==> images/sizing.png <==
Bar = 50 um.
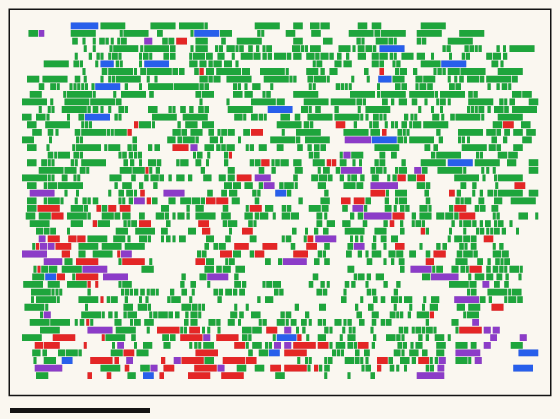
==> images/congestion_map.png <==
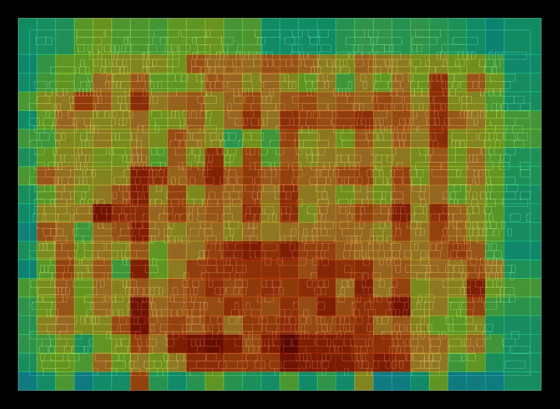
==> images/gates.png <==
Bar = 50 um.
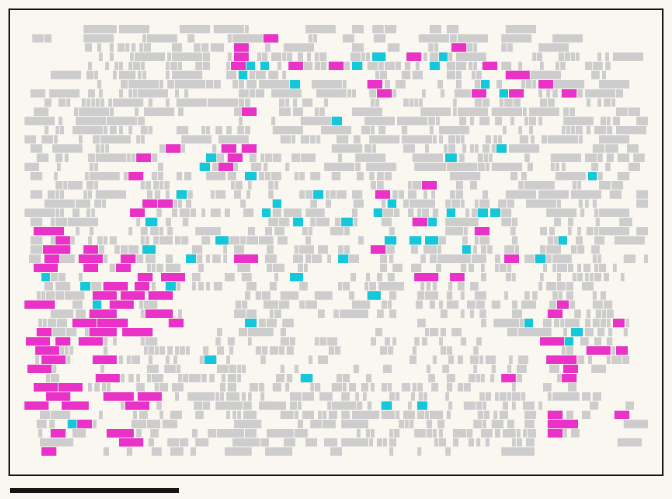
==> images/class_map.png <==
Bar = 50 um.
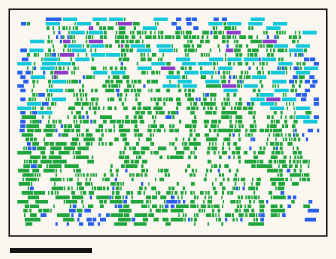
==> images/ff_map.png <==
Bar = 50 um.
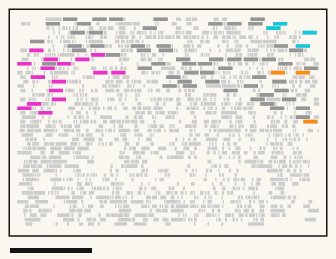
### src/rtl/alu_mc_if.sv
// Request/response bundle for alu_mc_pipe.
//
// Handshake: a transfer happens on a rising clk edge when valid and ready
// are both high in that cycle. The source keeps valid high, and its payload
// stable, until the transfer happens. ready may depend on the sink's state
// and on out_ready, but never on in_valid.
//   input side : in_valid/in_ready carry opcode, operand1, operand2
//   output side: out_valid/out_ready carry result, err
// flags and dbg_state are status outputs with no handshake
// (dbg_state: 0=IDLE, 1=BUSY, 2=DONE).
interface alu_mc_if #(
  parameter int WIDTH = 16
);
  logic             in_valid;
  logic             in_ready;
  logic [3:0]       opcode;
  logic [WIDTH-1:0] operand1;
  logic [WIDTH-1:0] operand2;
  logic             out_valid;
  logic             out_ready;
  logic [WIDTH-1:0] result;
  logic             err;
  logic [2:0]       flags;
  logic [1:0]       dbg_state;

  modport master (
    output in_valid, opcode, operand1, operand2, out_ready,
    input  in_ready, out_valid, result, err, flags, dbg_state
  );

  modport slave (
    input  in_valid, opcode, operand1, operand2, out_ready,
    output in_ready, out_valid, result, err, flags, dbg_state
  );
endinterface

### src/rtl/alu_mc_pipe.sv
// Handshaked ALU with a one-deep result register, a flag register updated
// on result handoff, and a multi-cycle shift-add multiplier.
module alu_mc_pipe #(
  parameter int WIDTH = 16,
  parameter int SHW   = $clog2(WIDTH)
) (
  input logic     clk,
  input logic     rst,
  alu_mc_if.slave bus
);
  localparam logic [3:0] OP_ADD = 4'd0;
  localparam logic [3:0] OP_SUB = 4'd1;
  localparam logic [3:0] OP_XOR = 4'd2;
  localparam logic [3:0] OP_RED = 4'd3;
  localparam logic [3:0] OP_SLL = 4'd4;
  localparam logic [3:0] OP_SRA = 4'd5;
  localparam logic [3:0] OP_ROR = 4'd6;
  localparam logic [3:0] OP_PAD = 4'd7;
  localparam logic [3:0] OP_MUL = 4'd8;
  localparam int         CW     = $clog2(WIDTH);

  typedef enum logic [1:0] {IDLE = 2'd0, BUSY = 2'd1, DONE = 2'd2} state_t;

  state_t           state_q, state_d;
  logic             in_ready, out_valid, accept, handoff, is_mul;
  logic [WIDTH-1:0] result_q, mcand_q, mplier_q, acc_q, step_sum;
  logic             err_q, v_q;
  logic [3:0]       op_q;
  logic [CW-1:0]    cnt_q;
  logic [2:0]       flags_q;

  logic [WIDTH-1:0] a, b, calc_res, red, padd, rot;
  logic             calc_err, calc_v;
  logic [WIDTH:0]   sum_ext, diff_ext;
  logic [4:0]       lane_sum;
  logic [SHW-1:0]   sh;
  logic [SHW:0]     lsh;

  assign a        = bus.operand1;
  assign b        = bus.operand2;
  assign sh       = b[SHW-1:0];
  assign is_mul   = (bus.opcode == OP_MUL);
  assign accept   = bus.in_valid & in_ready;
  assign handoff  = out_valid & bus.out_ready;
  assign step_sum = acc_q + (mplier_q[0] ? mcand_q : '0);

  assign bus.in_ready  = in_ready;
  assign bus.out_valid = out_valid;
  assign bus.result    = result_q;
  assign bus.err       = err_q;
  assign bus.flags     = flags_q;
  assign bus.dbg_state = state_q;

  // State register.
  always_ff @(posedge clk or posedge rst) begin
    if (rst) state_q <= IDLE;
    else     state_q <= state_d;
  end

  // Next state and handshake outputs; DONE can accept when the result leaves.
  always_comb begin
    state_d   = state_q;
    in_ready  = 1'b0;
    out_valid = 1'b0;
    case (state_q)
      IDLE: begin
        in_ready = 1'b1;
        if (accept) state_d = is_mul ? BUSY : DONE;
      end
      BUSY: begin
        if (cnt_q == '0) state_d = DONE;
      end
      DONE: begin
        out_valid = 1'b1;
        in_ready  = bus.out_ready;
        if (accept)             state_d = is_mul ? BUSY : DONE;
        else if (bus.out_ready) state_d = IDLE;
      end
      default: state_d = IDLE;
    endcase
  end

  // Single-cycle results computed straight from the request.
  always_comb begin
    calc_res = '0;
    calc_err = 1'b0;
    calc_v   = 1'b0;
    red      = '0;
    padd     = '0;
    lane_sum = '0;
    sum_ext  = {a[WIDTH-1], a} + {b[WIDTH-1], b};
    diff_ext = {a[WIDTH-1], a} - {b[WIDTH-1], b};
    lsh      = (SHW+1)'(WIDTH) - {1'b0, sh};
    rot      = (a >> sh) | (a << lsh);
    for (int i = 0; i < WIDTH/4; i++) begin
      red = red + {{(WIDTH-4){a[4*i+3]}}, a[4*i +: 4]}
                + {{(WIDTH-4){b[4*i+3]}}, b[4*i +: 4]};
      lane_sum = {a[4*i+3], a[4*i +: 4]} + {b[4*i+3], b[4*i +: 4]};
      if (lane_sum[4] != lane_sum[3])
        padd[4*i +: 4] = lane_sum[4] ? 4'b1000 : 4'b0111;
      else
        padd[4*i +: 4] = lane_sum[3:0];
    end
    case (bus.opcode)
      OP_ADD: begin
        calc_v   = sum_ext[WIDTH] ^ sum_ext[WIDTH-1];
        calc_res = calc_v ? {sum_ext[WIDTH], {(WIDTH-1){~sum_ext[WIDTH]}}}
                          : sum_ext[WIDTH-1:0];
      end
      OP_SUB: begin
        calc_v   = diff_ext[WIDTH] ^ diff_ext[WIDTH-1];
        calc_res = calc_v ? {diff_ext[WIDTH], {(WIDTH-1){~diff_ext[WIDTH]}}}
                          : diff_ext[WIDTH-1:0];
      end
      OP_XOR:  calc_res = a ^ b;
      OP_RED:  calc_res = red;
      OP_SLL:  calc_res = a << sh;
      OP_SRA:  calc_res = $unsigned($signed(a) >>> sh);
      OP_ROR:  calc_res = rot;
      OP_PAD:  calc_res = padd;
      OP_MUL:  calc_res = '0;
      default: calc_err = 1'b1;
    endcase
  end

  // Result register and shift-add multiplier (one partial product per cycle).
  always_ff @(posedge clk or posedge rst) begin
    if (rst) begin
      result_q <= '0;
      err_q    <= 1'b0;
      v_q      <= 1'b0;
      op_q     <= '0;
      mcand_q  <= '0;
      mplier_q <= '0;
      acc_q    <= '0;
      cnt_q    <= '0;
    end else if (accept) begin
      op_q <= bus.opcode;
      if (is_mul) begin
        mcand_q  <= a;
        mplier_q <= b;
        acc_q    <= '0;
        cnt_q    <= CW'(WIDTH-1);
        err_q    <= 1'b0;
        v_q      <= 1'b0;
      end else begin
        result_q <= calc_res;
        err_q    <= calc_err;
        v_q      <= calc_v;
      end
    end else if (state_q == BUSY) begin
      mcand_q  <= mcand_q << 1;
      mplier_q <= mplier_q >> 1;
      acc_q    <= step_sum;
      cnt_q    <= cnt_q - 1'b1;
      if (cnt_q == '0) result_q <= step_sum;
    end
  end

  // Flags follow the result as it is handed off, masked by its opcode.
  always_ff @(posedge clk or posedge rst) begin
    if (rst) begin
      flags_q <= 3'b000;
    end else if (handoff) begin
      case (op_q)
        OP_ADD, OP_SUB:
          flags_q <= {v_q, result_q[WIDTH-1], (result_q == '0)};
        OP_XOR, OP_SLL, OP_SRA, OP_ROR, OP_MUL:
          flags_q[0] <= (result_q == '0);
        default: ;
      endcase
    end
  end
endmodule
### src/flat_wrapper.sv
// flat-port wrapper written by rule: the top's interface ports become plain ports
module alu_mc_pipe_flat 
#(
  parameter int WIDTH = 16,
  parameter int SHW   = $clog2(WIDTH)
)
  (clk, rst, bus_in_valid, bus_opcode, bus_operand1, bus_operand2, bus_out_ready, bus_in_ready, bus_out_valid, bus_result, bus_err, bus_flags, bus_dbg_state);
  alu_mc_if #(.WIDTH(WIDTH)) bus_i ();
  input logic clk;
  input logic rst;
  input wire logic [$bits(bus_i.in_valid)-1:0] bus_in_valid;
  input wire logic [$bits(bus_i.opcode)-1:0] bus_opcode;
  input wire logic [$bits(bus_i.operand1)-1:0] bus_operand1;
  input wire logic [$bits(bus_i.operand2)-1:0] bus_operand2;
  input wire logic [$bits(bus_i.out_ready)-1:0] bus_out_ready;
  output wire logic [$bits(bus_i.in_ready)-1:0] bus_in_ready;
  output wire logic [$bits(bus_i.out_valid)-1:0] bus_out_valid;
  output wire logic [$bits(bus_i.result)-1:0] bus_result;
  output wire logic [$bits(bus_i.err)-1:0] bus_err;
  output wire logic [$bits(bus_i.flags)-1:0] bus_flags;
  output wire logic [$bits(bus_i.dbg_state)-1:0] bus_dbg_state;
  assign bus_i.in_valid = bus_in_valid;
  assign bus_i.opcode = bus_opcode;
  assign bus_i.operand1 = bus_operand1;
  assign bus_i.operand2 = bus_operand2;
  assign bus_i.out_ready = bus_out_ready;
  assign bus_in_ready = bus_i.in_ready;
  assign bus_out_valid = bus_i.out_valid;
  assign bus_result = bus_i.result;
  assign bus_err = bus_i.err;
  assign bus_flags = bus_i.flags;
  assign bus_dbg_state = bus_i.dbg_state;
  alu_mc_pipe #(.WIDTH(WIDTH), .SHW(SHW)) u_core (.clk(clk), .rst(rst), .bus(bus_i));
endmodule
### config.mk
export PLATFORM = sky130hd
export DESIGN_NAME = alu_mc_pipe_flat
export DESIGN_NICKNAME = d
export VERILOG_FILES = /design/src/rtl/alu_mc_if.sv /design/src/rtl/alu_mc_pipe.sv /design/src/flat_wrapper.sv
export SDC_FILE = /design/constraint.sdc
export NUM_CORES = 1
export LEC_CHECK = 0
export CAP_MARGIN = 15
export CORE_ASPECT_RATIO = 0.7
export CORE_MARGIN = 4
export CORE_UTILIZATION = 42
export DETAILED_ROUTE_END_ITERATION = 8
export GPL_TIMING_DRIVEN = 0
export HOLD_SLACK_MARGIN = 0.15
export PLACE_DENSITY_LB_ADDON = 0.1
export SLEW_MARGIN = 10
export SYNTH_ARGS = -nofsm -noshare
export SYNTH_HDL_FRONTEND = slang
export SYNTH_SLANG_ARGS = --single-unit
### constraint.sdc
create_clock -name clk -period 3.85 [get_ports clk]
set_input_delay 0.77 -clock clk [delete_from_list [all_inputs] [get_ports clk]]
set_output_delay 0.77 -clock clk [all_outputs]
set_load 0.01 [all_outputs]
==> flow_summary.toml <==
# implementation run metrics
[cts]
clk_pin_slew_worst_paths_ns = 0.06
ctsHoldBuffers = 0
clock_sinks = 79
cts_htree_levels = 3

[power]
sw_frac_of_total = 0.4741
p_clk_w = 0.000828
pwr-share-clk = 0.130
pg_comb_w = 0.00418
power_w = 0.006390
peakVddDrop_mv = 1.153
pwr-share-comb = 0.654

[drt]
drtPass1Iterations = 7
wl_per_cell_um = 25.72
via_per_inst = 6.389
ant_nets = 0
drtIter0Drc = 1196

[layout]
n_antenna_cell = 0
synthToLayoutAreaGrowth_pct = 19.12
nNetsFinal = 1535
comb_cells = 1074
area.combinational_um2 = 7906
clock_cell_area_share = 0.02293
inv_count = 79
largest_class = "combinational gates"
design.seq.count = 79
clock_buffers = 12

[yosys]
ys_sh_aoi = 0.2672
top_logic_kind = "AND-OR/OR-AND gates"
ys_seq_frac = 0.1962
synth_chip_area_um2 = 10080
ys.flop_type = "dfrtp_1"
top_area_cell = "dfrtp_1"
synthTopCellsByCount = "nand2_1 (176), nor2_1 (130), o21ai_0 (89)"
yosysUniqueCellTypes = 84
syn_nets = 1449
ys_cells = 1314
yosys.area_share.adder = 0.1463
yosysWarnings = 0
syn_area_um2 = 10080
synth.most_common_cell = "nand2_1"
numSynthFlops = 79

[critical_path]
timing.critical_path.slowest_cell_delay_ns = 0.58
r2r_start = "u_core.mplier_q[0]"
path_buffers = 5
crit_fanout = 4
path_depth = 21
worstPathArrival_ns = 6.24
setup.worst_path.start_class = "input port"
cp_top_family = "adder cells"
slowest_stage = "fa_1"
path_class = "input port to flop"

[global_route]
antenna_found_initial = 0
grt_pass1_vias = 9968
grt_max_degree = 55
grt_pass1_wl_um = 65030

[run_status]
violations = "setup timing"
outcome = "finished, violations left"

[min_path]
hp-start = "u_core.mcand_q[15]"
holdPathEnd = "u_core.mcand_q[15]"

[timing]
holdWs_ns = 0.4855
fin_ws_ns = -2.155
rsz0062_at_grt = "yes"
post-route-min-period_ns = 6.005
fin_setup_tns_ns = -24.97
relSlewSlack = 0.2671
setup_viol = 15
fin_skew_ns = 0.01543

[floorplanning]
ioPinCount = 64
dieHeight_um = 137.6
taps = 318

[placed_design]
preCtsSetupSlack_ns = -3.503
dp_hpwl_um = 35270
routabilityCongestion = 1.028
port_buffers = 60
dpl.cell_count = 1694
post_dp_cell_area_um2 = 11240
-- sizing.png (at the start) --
Red shows x2, cells 113, share 8.0%, most used mux2_2. Blue shows x6 and larger, cells 20, share 1.4%, most used clkbuf_16. Green shows x1 and smaller, cells 1217, share 87%, most used nand2_1. Purple shows x3 and x4, cells 54, share 3.8%, most used buf_4.
final instance area: 12000 um2
bufs w/o clock: 157

-- congestion_map.png (at the start) --
GR Util met3: 0.1451
Util after Layout: 0.5077
met1 track demand over resource: 0.5080

-- gates.png (at the start) --
Magenta shows fa/ha/maj cells, cells 98, most used ha_1, where widely spread. Cyan shows non-inverting ao/oa cells, cells 55, most used a21o_1.
fin cells: 1722
dominant logic cell type in the layout: nand2_1
logic share of the area: 0.6587

-- class_map.png (at the start) --
Cyan shows registers, cells 79, share of their area 17%. Blue shows remaining buffers and delay cells, cells 157, share of their area 9.8%. Green shows remaining logic cells, cells 1153, share of their area 71%. Purple shows clock drivers and dummy loads, cells 15, share of their area 2.4%.

-- ff_map.png (at the start) --
Magenta shows u_core.mplier_q, placed flops 16, where north-west. Cyan shows u_core.cnt_q, placed flops 4, where north-east. Orange shows u_core.bus.flags, placed flops 3.
Another 56 sequential cells are not coloured.
Seq. pwr: 0.00138 W
Seq area share: 0.1647
register area: 1977 um2

## state kept, by name, indices dropped and copies added, names as in the netlist
| name | flops |
|---|---|
| u_core.bus.dbg_state | 2 |
| u_core.v_q | 1 |
| u_core.acc_q | 16 |
| u_core.bus.flags | 3 |
| u_core.bus.err | 1 |
| u_core.mcand_q | 16 |
| u_core.cnt_q | 4 |
| u_core.bus.result | 16 |
| u_core.mplier_q | 16 |
| u_core.op_q | 4 |
## timing repair
item	in CTS	in global routing
cloned	0	0
buffers inserted	10	6
setup endpoints to repair	17	18
pin swaps	46	22
resized	102	57
## metal layers
metal,vias to the layer above,global-route usage,wire [um]
met5,-,0,0
met4,0,0.05346,750
met3,57,0.1451,6159
met2,611,0.4227,16580
met1,5416,0.5080,20790
li1,4917,-,-
No activity file was given, so power comes from the tool's default toggle rates.
